<file path="config.mk">
export PLATFORM = sky130hd
export DESIGN_NAME = change_dispenser
export DESIGN_NICKNAME = d
export VERILOG_FILES = /design/src/rtl/vend_pkg.sv /design/src/rtl/job_fifo.sv /design/src/rtl/change_dispenser.sv
export SDC_FILE = /design/constraint.sdc
export NUM_CORES = 1
export LEC_CHECK = 0
export ABC_AREA = 0
export CAP_MARGIN = 5
export CORE_MARGIN = 4
export CORE_UTILIZATION = 50
export CTS_BUF_LIST = sky130_fd_sc_hd__clkbuf_16
export DETAILED_ROUTE_END_ITERATION = 10
export GPL_ROUTABILITY_DRIVEN = 0
export PLACE_DENSITY = 0.7
export SLEW_MARGIN = 20
export SYNTH_ARGS = -nofsm -noshare
export SYNTH_HDL_FRONTEND = slang
export SYNTH_HIERARCHICAL = 1
export SYNTH_SLANG_ARGS = --single-unit
export TNS_END_PERCENT = 1
</file>
<file path="constraint.sdc">
create_clock -name clk -period 4.84 [get_ports clk]
set_clock_uncertainty 0.2 [all_clocks]
set_input_delay 1.452 -clock clk [delete_from_list [all_inputs] [get_ports clk]]
set_output_delay 1.452 -clock clk [all_outputs]
set_load 0.02 [all_outputs]
</file>
<file path="src/rtl/vend_pkg.sv">
// Definitions shared by the vending FSM and the change dispenser: change codes,
// coin input codes, the dispenser state type and the layout of a queued job.
package vend_pkg;

   localparam logic [2:0] CH_0  = 3'b000;
   localparam logic [2:0] CH_5  = 3'b001;
   localparam logic [2:0] CH_10 = 3'b010;
   localparam logic [2:0] CH_15 = 3'b011;
   localparam logic [2:0] CH_20 = 3'b100;

   localparam logic [1:0] IN_5  = 2'b01;
   localparam logic [1:0] IN_10 = 2'b10;

   localparam int AMT_W = 3;
   localparam int JOB_W = AMT_W + 1;

   // amount counts Rs.5 units, 0..4
   typedef struct packed {
      logic             vend;
      logic [AMT_W-1:0] amount;
   } job_t;

   typedef enum logic [2:0] {
      ST_IDLE,
      ST_VEND,
      ST_PAY10,
      ST_PAY5,
      ST_GAP
   } disp_state_e;

   function automatic logic is_legal_change(input logic [2:0] code);
      return code <= CH_20;
   endfunction

endpackage

</file>
<file path="src/rtl/job_fifo.sv">
// Synchronous job FIFO with registered occupancy count. A push while full is
// accepted when a pop happens on the same edge.
module job_fifo #(
   parameter int WIDTH = 4,
   parameter int DEPTH = 4
) (
   input  logic                     clk,
   input  logic                     rst,
   input  logic                     push_i,
   input  logic                     pop_i,
   input  logic [WIDTH-1:0]         din_i,
   output logic [WIDTH-1:0]         dout_o,
   output logic                     full_o,
   output logic                     empty_o,
   output logic [$clog2(DEPTH):0]   count_o
);

   localparam int PTR_W = $clog2(DEPTH);

   logic [WIDTH-1:0] mem_q [DEPTH];
   logic [PTR_W-1:0] wr_ptr_q;
   logic [PTR_W-1:0] rd_ptr_q;
   logic [PTR_W:0]   count_q;
   logic             do_push;
   logic             do_pop;

   assign full_o  = (count_q == (PTR_W+1)'(DEPTH));
   assign empty_o = (count_q == '0);
   assign do_pop  = pop_i & ~empty_o;
   assign do_push = push_i & (~full_o | do_pop);
   assign dout_o  = mem_q[rd_ptr_q];
   assign count_o = count_q;

   always_ff @(posedge clk) begin
      if (do_push) mem_q[wr_ptr_q] <= din_i;
   end

   // pointers wrap naturally because DEPTH is a power of two
   always_ff @(posedge clk) begin
      if (rst) begin
         wr_ptr_q <= '0;
         rd_ptr_q <= '0;
         count_q  <= '0;
      end else begin
         if (do_push) wr_ptr_q <= wr_ptr_q + PTR_W'(1);
         if (do_pop)  rd_ptr_q <= rd_ptr_q + PTR_W'(1);
         count_q <= count_q + (PTR_W+1)'(do_push) - (PTR_W+1)'(do_pop);
      end
   end

endmodule

</file>
<file path="src/rtl/change_dispenser.sv">
// Queues vend/change events from the vending FSM and runs them one at a time
// against the product motor and the Rs.10 / Rs.5 coin hoppers.
//
// state  | meaning
// IDLE   | no job; pops the next queued job when the FIFO is non-empty
// VEND   | motor_req held until motor_ack or timeout
// PAY10  | coin10_req held until coin10_ack or timeout
// PAY5   | coin5_req held until coin5_ack or timeout
// GAP    | one cycle with every req low so the actuator can re-arm
module change_dispenser
   import vend_pkg::*;
#(
   parameter int DEPTH   = 4,
   parameter int TIMEOUT = 1000
) (
   input  logic                      clk,
   input  logic                      rst,
   input  logic                      vend_in,
   input  logic [2:0]                change_in,
   output logic                      motor_req,
   input  logic                      motor_ack,
   output logic                      coin10_req,
   input  logic                      coin10_ack,
   output logic                      coin5_req,
   input  logic                      coin5_ack,
   output logic                      busy,
   output logic [$clog2(DEPTH):0]    fifo_count,
   output logic                      overflow,
   output logic                      illegal,
   output logic                      fault,
   input  logic                      clr_flags
);

   localparam int TMO_W = $clog2(TIMEOUT + 1);
   localparam logic [TMO_W-1:0] TMO_LAST = TMO_W'(TIMEOUT - 1);

   disp_state_e      state_q;
   logic [AMT_W-1:0] amt_q;
   logic [TMO_W-1:0] tmo_q;
   logic             motor_req_q;
   logic             coin10_req_q;
   logic             coin5_req_q;
   logic             overflow_q;
   logic             illegal_q;
   logic             fault_q;

   job_t cap_job;
   job_t head_job;
   logic chg_legal;
   logic cap_push;
   logic pop;
   logic fifo_full;
   logic fifo_empty;
   logic ovf_evt;

   always_comb begin
      chg_legal      = is_legal_change(change_in);
      cap_job.vend   = vend_in;
      cap_job.amount = chg_legal ? change_in : CH_0;
      cap_push       = vend_in | (chg_legal & (change_in != CH_0));
      pop            = (state_q == ST_IDLE) & ~fifo_empty;
      ovf_evt        = cap_push & fifo_full & ~pop;
   end

   job_fifo #(
      .WIDTH (JOB_W),
      .DEPTH (DEPTH)
   ) u_job_fifo (
      .clk     (clk),
      .rst     (rst),
      .push_i  (cap_push),
      .pop_i   (pop),
      .din_i   (cap_job),
      .dout_o  (head_job),
      .full_o  (fifo_full),
      .empty_o (fifo_empty),
      .count_o (fifo_count)
   );

   always_ff @(posedge clk) begin
      if (rst) begin
         state_q      <= ST_IDLE;
         amt_q        <= '0;
         tmo_q        <= '0;
         motor_req_q  <= 1'b0;
         coin10_req_q <= 1'b0;
         coin5_req_q  <= 1'b0;
         overflow_q   <= 1'b0;
         illegal_q    <= 1'b0;
         fault_q      <= 1'b0;
      end else begin
         // a flag event on the same edge as clr_flags keeps the flag set
         if (clr_flags) begin
            overflow_q <= 1'b0;
            illegal_q  <= 1'b0;
            fault_q    <= 1'b0;
         end
         if (!chg_legal) illegal_q  <= 1'b1;
         if (ovf_evt)    overflow_q <= 1'b1;

         case (state_q)
            ST_IDLE: begin
               tmo_q <= '0;
               if (!fifo_empty) begin
                  amt_q <= head_job.amount;
                  if (head_job.vend) begin
                     motor_req_q <= 1'b1;
                     state_q     <= ST_VEND;
                  end else if (head_job.amount >= AMT_W'(2)) begin
                     coin10_req_q <= 1'b1;
                     state_q      <= ST_PAY10;
                  end else if (head_job.amount == AMT_W'(1)) begin
                     coin5_req_q <= 1'b1;
                     state_q     <= ST_PAY5;
                  end
               end
            end
            ST_VEND: begin
               if (motor_ack) begin
                  motor_req_q <= 1'b0;
                  state_q     <= ST_GAP;
               end else if (tmo_q == TMO_LAST) begin
                  motor_req_q <= 1'b0;
                  fault_q     <= 1'b1;
                  amt_q       <= '0;
                  state_q     <= ST_GAP;
               end else begin
                  tmo_q <= tmo_q + TMO_W'(1);
               end
            end
            ST_PAY10: begin
               if (coin10_ack) begin
                  coin10_req_q <= 1'b0;
                  amt_q        <= amt_q - AMT_W'(2);
                  state_q      <= ST_GAP;
               end else if (tmo_q == TMO_LAST) begin
                  coin10_req_q <= 1'b0;
                  fault_q      <= 1'b1;
                  amt_q        <= '0;
                  state_q      <= ST_GAP;
               end else begin
                  tmo_q <= tmo_q + TMO_W'(1);
               end
            end
            ST_PAY5: begin
               if (coin5_ack) begin
                  coin5_req_q <= 1'b0;
                  amt_q       <= amt_q - AMT_W'(1);
                  state_q     <= ST_GAP;
               end else if (tmo_q == TMO_LAST) begin
                  coin5_req_q <= 1'b0;
                  fault_q     <= 1'b1;
                  amt_q       <= '0;
                  state_q     <= ST_GAP;
               end else begin
                  tmo_q <= tmo_q + TMO_W'(1);
               end
            end
            ST_GAP: begin
               tmo_q <= '0;
               if (amt_q >= AMT_W'(2)) begin
                  coin10_req_q <= 1'b1;
                  state_q      <= ST_PAY10;
               end else if (amt_q == AMT_W'(1)) begin
                  coin5_req_q <= 1'b1;
                  state_q     <= ST_PAY5;
               end else begin
                  state_q <= ST_IDLE;
               end
            end
            default: state_q <= ST_IDLE;
         endcase
      end
   end

   assign motor_req  = motor_req_q;
   assign coin10_req = coin10_req_q;
   assign coin5_req  = coin5_req_q;
   assign overflow   = overflow_q;
   assign illegal    = illegal_q;
   assign fault      = fault_q;
   assign busy       = (state_q != ST_IDLE) | (fifo_count != '0);

endmodule

</file>
Fig. 1: run 1, routed metal per tile
Drawn at 4 px/µm. The die is cut into 16 by 16 equal tiles; white is low, dark blue is high, scaled to the fullest tile. Values are wire area over tile area, all layers added.
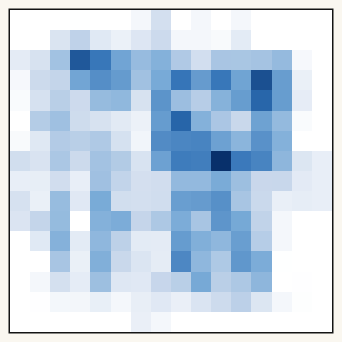
nearly empty tiles	23%
densest ninth of the die	middle
fullest tile	0.54
tiles over half the peak	16%
mean over tiles	0.13
GRT Total Usage: 18.8%
routed wire length: 5510 µm
Via Count: 2034

Fig. 2: run 1, zoomed window
Region (25, 9) to (55, 39) µm. Cells in gray, sequential cells in the stronger gray; small squares are vias.
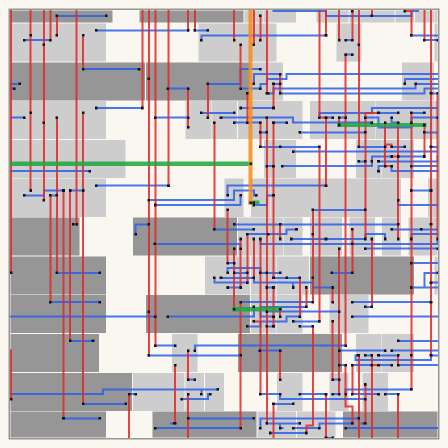
layer	color
M4	orange
M1	blue
M2	red
M3	green
sequential cells in the window	13
cells with their middle in the window	55
netlist names of flops here include	tmo_q (6), u_job_fifo/mem_q (6)
most frequent	dfxtp_1 (7), a21oi_1 (6), edfxtp_1 (6)

==> reports/metrics.yaml, run 1 <==
cells_and_area:
  comb_area_um2: 1380
  seq_share_pct: 37.0
  comb_cells: 190
  clkCellAreaFrac_pct: 4.75
  fin_util_pct: 58.3
  signal_buffers: 20
  fill_cells: 452
  area_delta_synth_final_pct: 13.2
  largest_reg_flops: 16
  sh_comb_area_pct: 46.4
  inverters: 18
  reg_top3: "u_job_fifo/mem_q: 16 flops, tmo_q: 10 flops"
  mostFrequentLayoutCells: "dfxtp_1, a21oi_1, nor2_1, clkdlybuf4s50_1, inv_1"
  nClkBuffers: 5
  flop_area_um2: 1100
  nFlopsAndLatches: 47
  diodes: 0
  drive_above_1_share_pct: 11.0
  bufAreaShareNonClock_pct: 6.64
  largest_cell_class: "combinational gates"
  lay_top_count: "dfxtp_1"
floorplanning:
  dieWidth_um: 80.5
  coreArea_um2: 5110
  dieHeight_um: 80.5
  rows: 26
  fp_util_pct: 51.4
  die-area_um2: 6480
synth:
  synthTopCellsByCount: "dfxtp_1, a21oi_1, nor2_1"
  ys_sh_mux_pct: 5.05
  synth_top_area_share_pct: 23.6
  async_flop_share_pct: 0
  synth_warnings: 6
  most_common_cell: "dfxtp_1"
  ff_type: "dfxtp_1"
  edf_count: 16
  synthTopLogicFamily: "simple AND/OR/NAND/NOR gates"
  synthCells: 267
  synth-simple-area-share_pct: 21.6
  syn_area_um2: 2630
  ys_seq_share_pct: 41.9
  ys.flops: 47
  yosys_cells: 267
  compound_area_share_pct: 18.4
  synth_adder_area_share_pct: 6.48
  topCellsByArea: "dfxtp_1, edfxtp_1, ha_1"
timing:
  max_freq_mhz: 243
  grt_setup_unrepaired: "false"
  relSlewSlack_pct: 28.9
  period_needed_ns: 4.12
  hold_violations: 0
  fin_crit_sh_pct: 85.1
  fin_setup_tns_ns: 0
  tightest_slew_ns: 1.07
  maxSlewViolCount: 0
  timing.final.ws_setup_ns: 0.721
  setup_violations: 0
min_path:
  worstHoldStart: "overflow"
  hold_end: "overflow"
  holdPathStages: 2
  hp-class: "flip-flop to flip-flop"
critical_path:
  startpoint_type: "input pin"
  ff2ff_path_depth: 12
  endpoint: "u_job_fifo/count_o[2]"
  worstSetupPathType: "input pin to flip-flop"
  critPathMaxStageDelay_ns: 0.41
  cp.arrival_ns: 4.13
  path_cells: "clkdlybuf4s50_1 -> or2_2 -> ha_1 -> or2_2 -> nor2_1 -> a21o_2 -> ha_1 -> inv_1 -> fa_1 -> xor2_1 -> and2_2 -> nor3_1"
  startpoint: "change_in[1]"
  rr_endpoint: "u_job_fifo/count_o[2]"
  end_kind: "flip-flop"
  crit-reg2reg-launch: "u_job_fifo/count_o[1]"
  path_max_fanout: 3
clocking:
  cts_setup_buffers: 0
  h-tree-depth: 2
  cts_root_buf: "clkbuf_16"
  tritoncts: "built"
  cts_buffers: 5
  numClockSinks: 47
  hold_buffers: 0
  clk_pin_slew_ns: 0.06
  clock_path_buffers: 2
  cts_resized: 0
  clk_latency_ns: 0.28
detailed_routing:
  ant_nets: 0
  vias_per_cell: 5.76
  drcViolationCount: 0
  drt_iter0_markers: 147
placed_design:
  pre_cts_ws_ns: 0.437
  portBuffers: 19
  hpwl_um: 4070
grt:
  antenna_found_initial: 0
  grt_pass1_vias: 1967
  grt_max_degree: 22
  overflow: 0
  grt_pass1_wl_um: 9440
pwr:
  powerClk_mw: 0.329
  p_per_area_nw_per_um2: 506
  pwr-share-clk_pct: 21.9
  p_comb_mw: 0.591
  power_leakage_nw: 1.03
  p_seq_mw: 0.585
  peakVddDrop_v: 0.000375
  power_leader: "combinational logic"
  intPower_mw: 0.948
  p_seq_share_pct: 38.8
  switching_share_pct: 37.0
  p_comb_share_pct: 39.3
run:
  tool_warnings: 32
  drv_cap: 0
run_status:
  status: "finished clean"
Fig. 3: run 1, track usage over the die
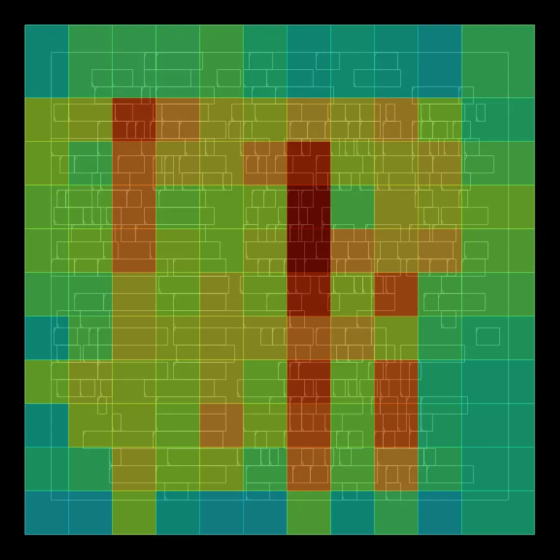
DR WL/cell: 15.6 µm
met2 GRT Util: 31.6%
GR Util met1: 24.3%
met3 GRT Util: 3.81%
most used routing layer: met2

run 1: through the flow:
stage               instances  area [µm²]  hold slack [ns]  power [mW]
floorplan                 267        2630            0.257        1.02
global placement          345        2830            0.247        1.16
detailed placement        345        2830            0.256        1.18
CTS                       353        2980            0.270        1.51
global route              353        2980            0.303        1.62
finish                    353        2980            0.264        1.51
run 1: critical path, delay by kind of cell:
kind / cells / cell delay, ns
AND-OR/OR-AND: 1 / 0.13
AND/OR/NAND/NOR: 5 / 1.16
buffers and inverters: 2 / 0.46
XOR/XNOR: 1 / 0.16
adder cells (fa/ha/maj): 3 / 0.77
run 1: layer usage:
layer,part of all wire (%),vias to the layer above
met1,45,970
met5,0,-
met3,4.0,6
met4,1.1,0
li1,-,1015
met2,50,43
--- run 2 (diff from run 1) ---
--- a/config.mk
+++ b/config.mk
@@ -5,7 +5,6 @@
 export SDC_FILE = /design/constraint.sdc
 export NUM_CORES = 1
 export LEC_CHECK = 0
-export ABC_AREA = 0
 export CAP_MARGIN = 5
 export CORE_MARGIN = 4
 export CORE_UTILIZATION = 50
Fig. 4: run 2, clock distribution
Drawn at 4 px/µm.
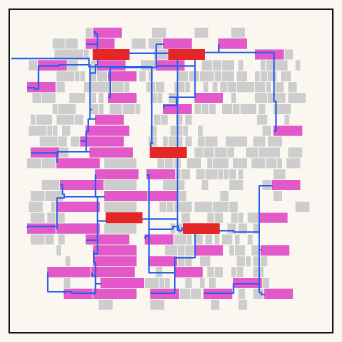
[flip-flops] magenta | count: 47
[clock wires] blue | length: 561 µm
[clock-net drivers] red | count: 5
flops lie	widely spread
routed clock nets	6
clock-net power: 0.329 mW
clock network power share: 21.9%
clk latency late pin: 0.28 ns

Fig. 5: run 2, zoomed window
Region (25, 9) to (55, 39) µm. Cells in gray, sequential cells in the stronger gray; small squares are vias.
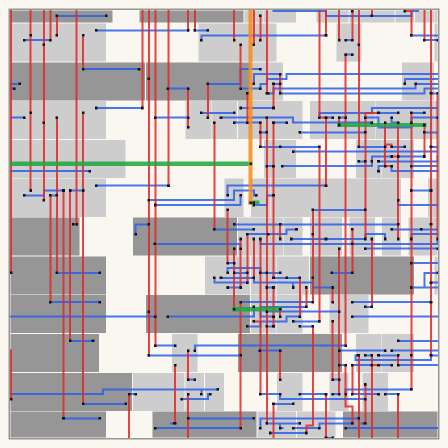
layer	color
M3	green
M2	red
M4	orange
M1	blue
netlist names of flops here include	tmo_q (6), u_job_fifo/mem_q (6)
cells with their middle in the window	55
most frequent	dfxtp_1 (7), a21oi_1 (6), edfxtp_1 (6)
sequential cells in the window	13

==> run 2 against run 1 <==
Net effect:
- setup slack unchanged
- utilization unchanged
- clock power is essentially flat
- die area is the same
- design area unchanged
- non-clock buffer count is the same
- routed wire length unchanged
- worst hold slack is the same
- synthesized cell count stayed put
- largest cell class unchanged
==> reports/metrics.yaml, run 2 <==
run_status:
  status: "finished clean"
synth:
  synth_top_area_share_pct: 23.6  # unchanged
  most_common_cell: "dfxtp_1"
  synth-simple-area-share_pct: 21.6  # unchanged
  synthCells: 267  # unchanged
  ys_seq_share_pct: 41.9  # unchanged
  edf_count: 16  # unchanged
  syn_area_um2: 2630  # unchanged
  synth_warnings: 6  # unchanged
  async_flop_share_pct: 0  # unchanged
  synthTopCellsByCount: "dfxtp_1, a21oi_1, nor2_1"
clocking:
  cts_buffers: 5  # unchanged
  cts_setup_buffers: 0  # unchanged
  cts_root_buf: "clkbuf_16"
  cts_resized: 0  # unchanged
  h-tree-depth: 2  # unchanged
  clock_path_buffers: 2  # unchanged
  tritoncts: "built"
min_path:
  hp-class: "flip-flop to flip-flop"
pwr:
  power_leakage_nw: 1.03  # unchanged
  p_per_area_nw_per_um2: 506  # unchanged
  peakVddDrop_v: 0.000375  # unchanged
placed_design:
  portBuffers: 19  # unchanged
  placed_area_um2: 2830  # unchanged
grt:
  antenna_found_initial: 0  # unchanged
  grt_max_degree: 22  # unchanged
  grt_pass1_wl_um: 9440  # unchanged
  grt_use_met3_pct: 3.81  # unchanged
  grt_use_total_pct: 18.8  # unchanged
  grt_pass1_vias: 1967  # unchanged
  grt_busiest_layer: "met2"
  use_met1_pct: 24.3  # unchanged
  grt.met2_usage_pct: 31.6  # unchanged
timing:
  max_freq_mhz: 243  # unchanged
  tightest_slew_ns: 1.07  # unchanged
  timing.final.ws_setup_ns: 0.721  # unchanged
  fin_setup_tns_ns: 0  # unchanged
  whs_ns: 0.264  # unchanged
  setup_violations: 0  # unchanged
  grt_setup_unrepaired: "false"
  fin_crit_sh_pct: 85.1  # unchanged
floorplanning:
  coreArea_um2: 5110  # unchanged
  fp_util_pct: 51.4  # unchanged
cells_and_area:
  fill_cells: 452  # unchanged
  lay_top_count: "dfxtp_1"
  comb_area_um2: 1380  # unchanged
  inverters: 18  # unchanged
  largest_cell_class: "combinational gates"
  fin_area_um2: 2980  # unchanged
  clkCellAreaFrac_pct: 4.75  # unchanged
  reg_top3: "u_job_fifo/mem_q: 16 flops, tmo_q: 10 flops"
  flop_area_um2: 1100  # unchanged
  area_delta_synth_final_pct: 13.2  # unchanged
  largest_reg_flops: 16  # unchanged
  nClkBuffers: 5  # unchanged
  diodes: 0  # unchanged
detailed_routing:
  wl_per_cell_um: 15.6  # unchanged
  vias_per_cell: 5.76  # unchanged
  drt-met1-wl_um: 2460  # unchanged
critical_path:
  end_kind: "flip-flop"
  path_max_fanout: 3  # unchanged
Fig. 6: run 2, track usage over the die
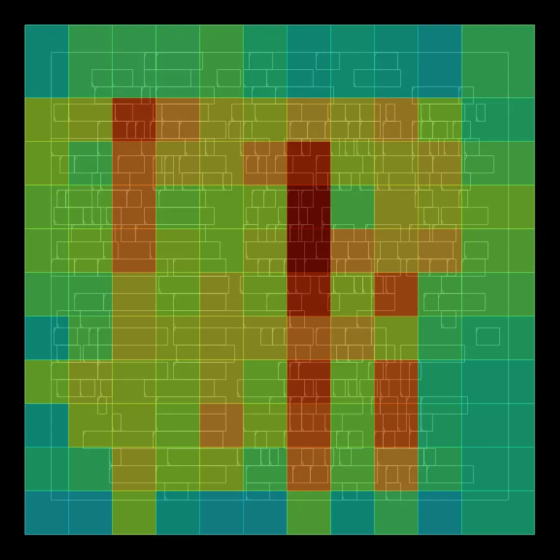
Finished Core Util: 58.3%

## run 2: cell counts after synthesis
No cell type changed its count.
## run 2: critical path: cells and delay by family
family          cells  cell delay [ns]
xor+xnor            1             0.16
simple gates        5             1.16
compound gates      1             0.13
fa+ha+maj           3             0.77
buf+inv             2             0.46
## run 2: worst paths after layout
path | start | slack, ns | endpoint | cells after the start
worst max-delay path | change_in[1] | 0.72 | u_job_fifo/count_o[2] | 12
worst min-delay path | overflow | 0.26 | overflow | 2
worst max register to register | u_job_fifo/count_o[1] | 1.58 | u_job_fifo/count_o[2] | 12
worst min register to register | overflow | 0.26 | overflow | 2
## run 2: power breakdown
group	internal (mW)	total, mW	switching (mW)
Sequential	0.494	0.585	0.0909
Clock	0.188	0.329	0.141
Combinational	0.266	0.591	0.325
Total	0.948	1.51	0.557
Fig. 7: run 2, selected gate families
Drawn at 8 px/µm.
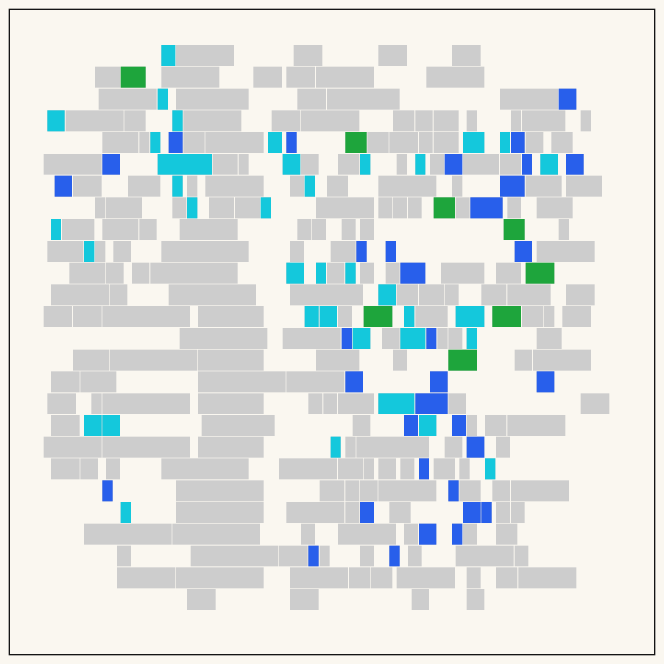

--- run 3 (diff from run 2) ---
--- a/config.mk
+++ b/config.mk
@@ -5,13 +5,13 @@
 export SDC_FILE = /design/constraint.sdc
 export NUM_CORES = 1
 export LEC_CHECK = 0
-export CAP_MARGIN = 5
 export CORE_MARGIN = 4
 export CORE_UTILIZATION = 50
 export CTS_BUF_LIST = sky130_fd_sc_hd__clkbuf_16
 export DETAILED_ROUTE_END_ITERATION = 10
 export GPL_ROUTABILITY_DRIVEN = 0
-export PLACE_DENSITY = 0.7
+export GPL_TIMING_DRIVEN = 0
+export PLACE_DENSITY = 0.74
 export SLEW_MARGIN = 20
 export SYNTH_ARGS = -nofsm -noshare
 export SYNTH_HDL_FRONTEND = slang
Fig. 8: run 3, selected gate families
Drawn at 8 px/µm.
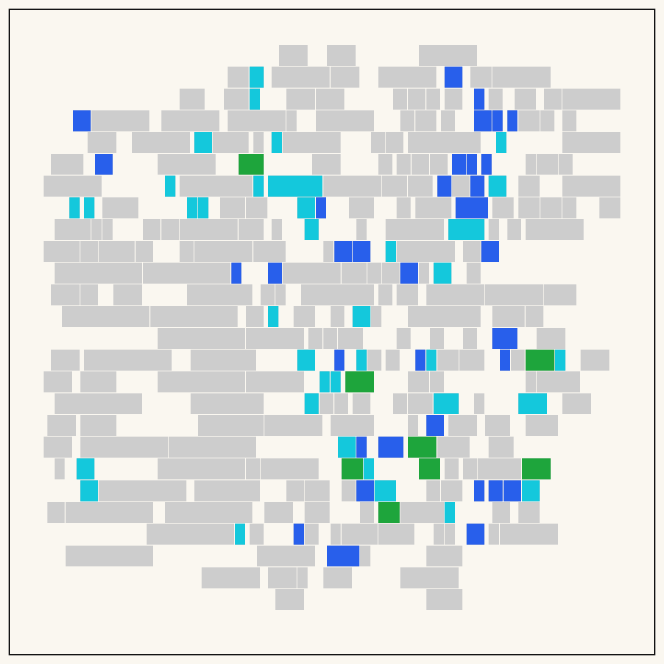
family	color	cells	most used
non-inverting ao/oa cells	green	8	a21o_1
nand cells	blue	34	nand2_1
nor cells	cyan	37	nor2_1
final instance count without filler cells: 364
combinational share of cell area: 45.2%
most numerous logic cell after layout: dfxtp_1

Fig. 9: run 3, routed metal per tile
Drawn at 4 px/µm. The die is cut into 16 by 16 equal tiles; white is low, dark blue is high, scaled to the fullest tile. Values are wire area over tile area, all layers added.
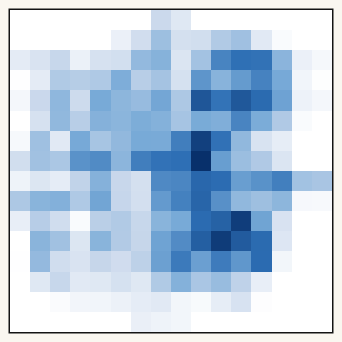
nearly empty tiles	23%
mean over tiles	0.13
densest ninth of the die	middle

==> run 3 against run 2 <==
Net effect:
- flip-flop count stayed put
- first-iteration DRC count is 11% lower
- die area stayed put
- count of clock-buffer cells in the layout stayed put
- design area is 2.6% higher
- synthesized area stayed put
- sequential power is 4.6% lower
- critical path depth stayed put
- clock power is 6.1% higher
- global-route usage is 0.24 points lower
- non-clock buffer count is 11 higher
- critical endpoint unchanged
==> reports/metrics.yaml, run 3 <==
detailed_routing:
  ant_nets: 0
  drcViolationCount: 0
  vias_per_cell: 5.67  # -1.6%
  drt-met1-wl_um: 2560  # +4.0%
  wl_um: 5480
  drt_iter0_markers: 131
  wl_per_cell_um: 15.0  # -3.6%
floorplanning:
  dieWidth_um: 80.5
  fp_util_pct: 51.4  # unchanged
  coreArea_um2: 5110  # unchanged
  dieHeight_um: 80.5
  die-area_um2: 6480
pwr:
  pwr-share-clk_pct: 22.7  # +0.8 points
  p_seq_mw: 0.558  # -4.6%
  p_sw_mw: 0.569  # +2.1%
  p_comb_mw: 0.632  # +6.9%
  power_leakage_nw: 1.08  # +4.3%
  peakVddDrop_v: 0.000248  # -34%
  intPower_mw: 0.971  # +2.4%
  p_per_area_nw_per_um2: 504  # -0.30%
  powerClk_mw: 0.349  # +6.1%
  power_leader: "combinational logic"
  p_seq_share_pct: 36.3  # -2.5 points
  switching_share_pct: 36.9  # -0.076 points
  p_comb_share_pct: 41.1  # +1.8 points
timing:
  period_needed_ns: 4.10
  fin_crit_sh_pct: 84.7  # -0.36 points
  tightest_slew_ns: 0.739  # -0.328 ns
  whs_ns: 0.267  # +0.00281 ns
  setup_violations: 0  # unchanged
  fin_setup_tns_ns: 0  # unchanged
  max_freq_mhz: 244  # +0.42%
  grt_setup_unrepaired: "false"
  timing.final.ws_setup_ns: 0.739  # +0.0174 ns
  maxSlewViolCount: 0
  relSlewSlack_pct: 50.4
cells_and_area:
  drive_above_1_share_pct: 13.3
  fin_area_um2: 3050  # +2.6%
  reg_top3: "u_job_fifo/mem_q: 16 flops, tmo_q: 10 flops"
  area_delta_synth_final_pct: 16.2
  diodes: 0  # unchanged
  nets: 316
  largest_reg_flops: 16  # unchanged
  fill_cells: 442  # -2.2%
  mostFrequentLayoutCells: "dfxtp_1, a21oi_1, nor2_1, clkdlybuf4s50_1, inv_1"
  flop_area_um2: 1100  # unchanged
  comb_area_um2: 1380  # unchanged
clocking:
  h-tree-depth: 2  # unchanged
  clock_path_buffers: 2  # unchanged
  cts_setup_buffers: 0  # unchanged
  cts_resized: 0  # unchanged
  tritoncts: "built"
  clk_latency_ns: 0.29  # about the same
  cts_root_buf: "clkbuf_16"
  clk_pin_slew_ns: 0.07
  hold_buffers: 0
  cts_buffers: 5  # unchanged
placed_design:
  placed_area_um2: 2910  # +2.5%
  portBuffers: 19  # unchanged
critical_path:
  path_cells: "clkdlybuf4s50_1 -> or2_2 -> ha_1 -> or2_2 -> nor2_1 -> a21o_2 -> ha_1 -> inv_1 -> fa_1 -> xor2_1 -> and2_2 -> nor3_1"
  startpoint_type: "input pin"
  path_buffers: 2  # unchanged
  end_kind: "flip-flop"
  critical_path.slowest_cell: "clkdlybuf4s50_1"
  crit_required_ns: 4.85
  path_delay_family: "simple AND/OR/NAND/NOR gates"
  critPathMaxStageDelay_ns: 0.41
  worstSetupPathType: "input pin to flip-flop"
  path_max_fanout: 3  # unchanged
synth:
  synth-simple-area-share_pct: 21.6  # unchanged
  synth_area_per_cell_um2: 9.84
  largest_area_cell: "dfxtp_1"
  synthDistinctLibCells: 61
  synth_adder_area_share_pct: 6.48
  synth_top_area_share_pct: 23.6  # unchanged
  synthCells: 267  # unchanged
  synth_warnings: 6  # unchanged
  edf_count: 16  # unchanged
  yosys_area_um2: 2630
  syn_area_um2: 2630  # unchanged
  most_common_cell: "dfxtp_1"
  synthTopCellsByCount: "dfxtp_1, a21oi_1, nor2_1"
  async_flop_share_pct: 0  # unchanged
  ys.flops: 47
  ys_seq_share_pct: 41.9  # unchanged
run:
  tool_warnings: 32
  drv_cap: 0
grt:
  grt_busiest_layer: "met2"
  grt_max_degree: 17  # -23%
  grt.met2_usage_pct: 31.6  # unchanged
  grt_pass1_vias: 1998  # +1.6%
  grt_pass1_wl_um: 9380  # -0.58%
  antenna_found_initial: 0  # unchanged
run_status:
  status: "finished clean"
min_path:
  hp-class: "flip-flop to flip-flop"
Fig. 10: run 3, track usage over the die
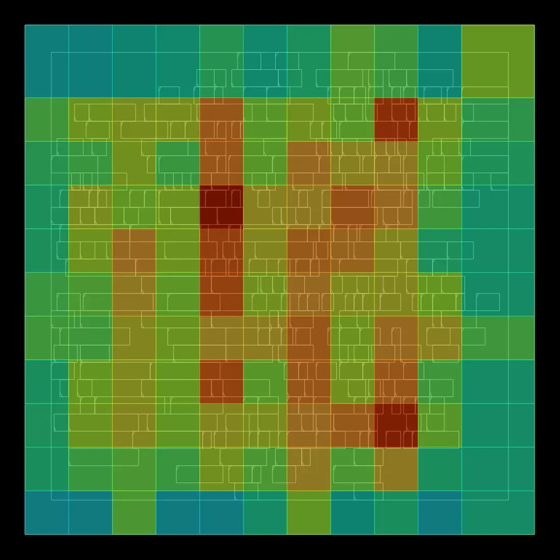
Finished Core Util: 59.8%
GR Util met1: 23.9%
GRT Total Usage: 18.5%
met3 GRT Util: 3.48%

run 3: cell counts after synthesis:
Identical to the previous run, type by type.
run 3: area by class of cell:
cell class | instances | share of cell area (%)
Multi-Input combinational cell | 190 | 45.2
Sequential cell | 47 | 36.1
Timing Repair Buffer | 19 | 6.23
Clock buffer | 5 | 4.10
Tap cell | 70 | 2.87
Buffer | 12 | 2.58
Inverter | 18 | 2.21
Clock inverter | 3 | 0.738
run 3: final timing paths:
check | startpoint | to | slack, ns | depth (start not counted)
min reg2reg | fault | fault | 0.27 | 2
max | change_in[1] | u_job_fifo/count_o[2] | 0.74 | 12
min | fault | fault | 0.27 | 2
max reg2reg | u_job_fifo/count_o[1] | u_job_fifo/count_o[2] | 1.58 | 12
Power figures rest on the tool's default switching activity, not on a simulated workload.
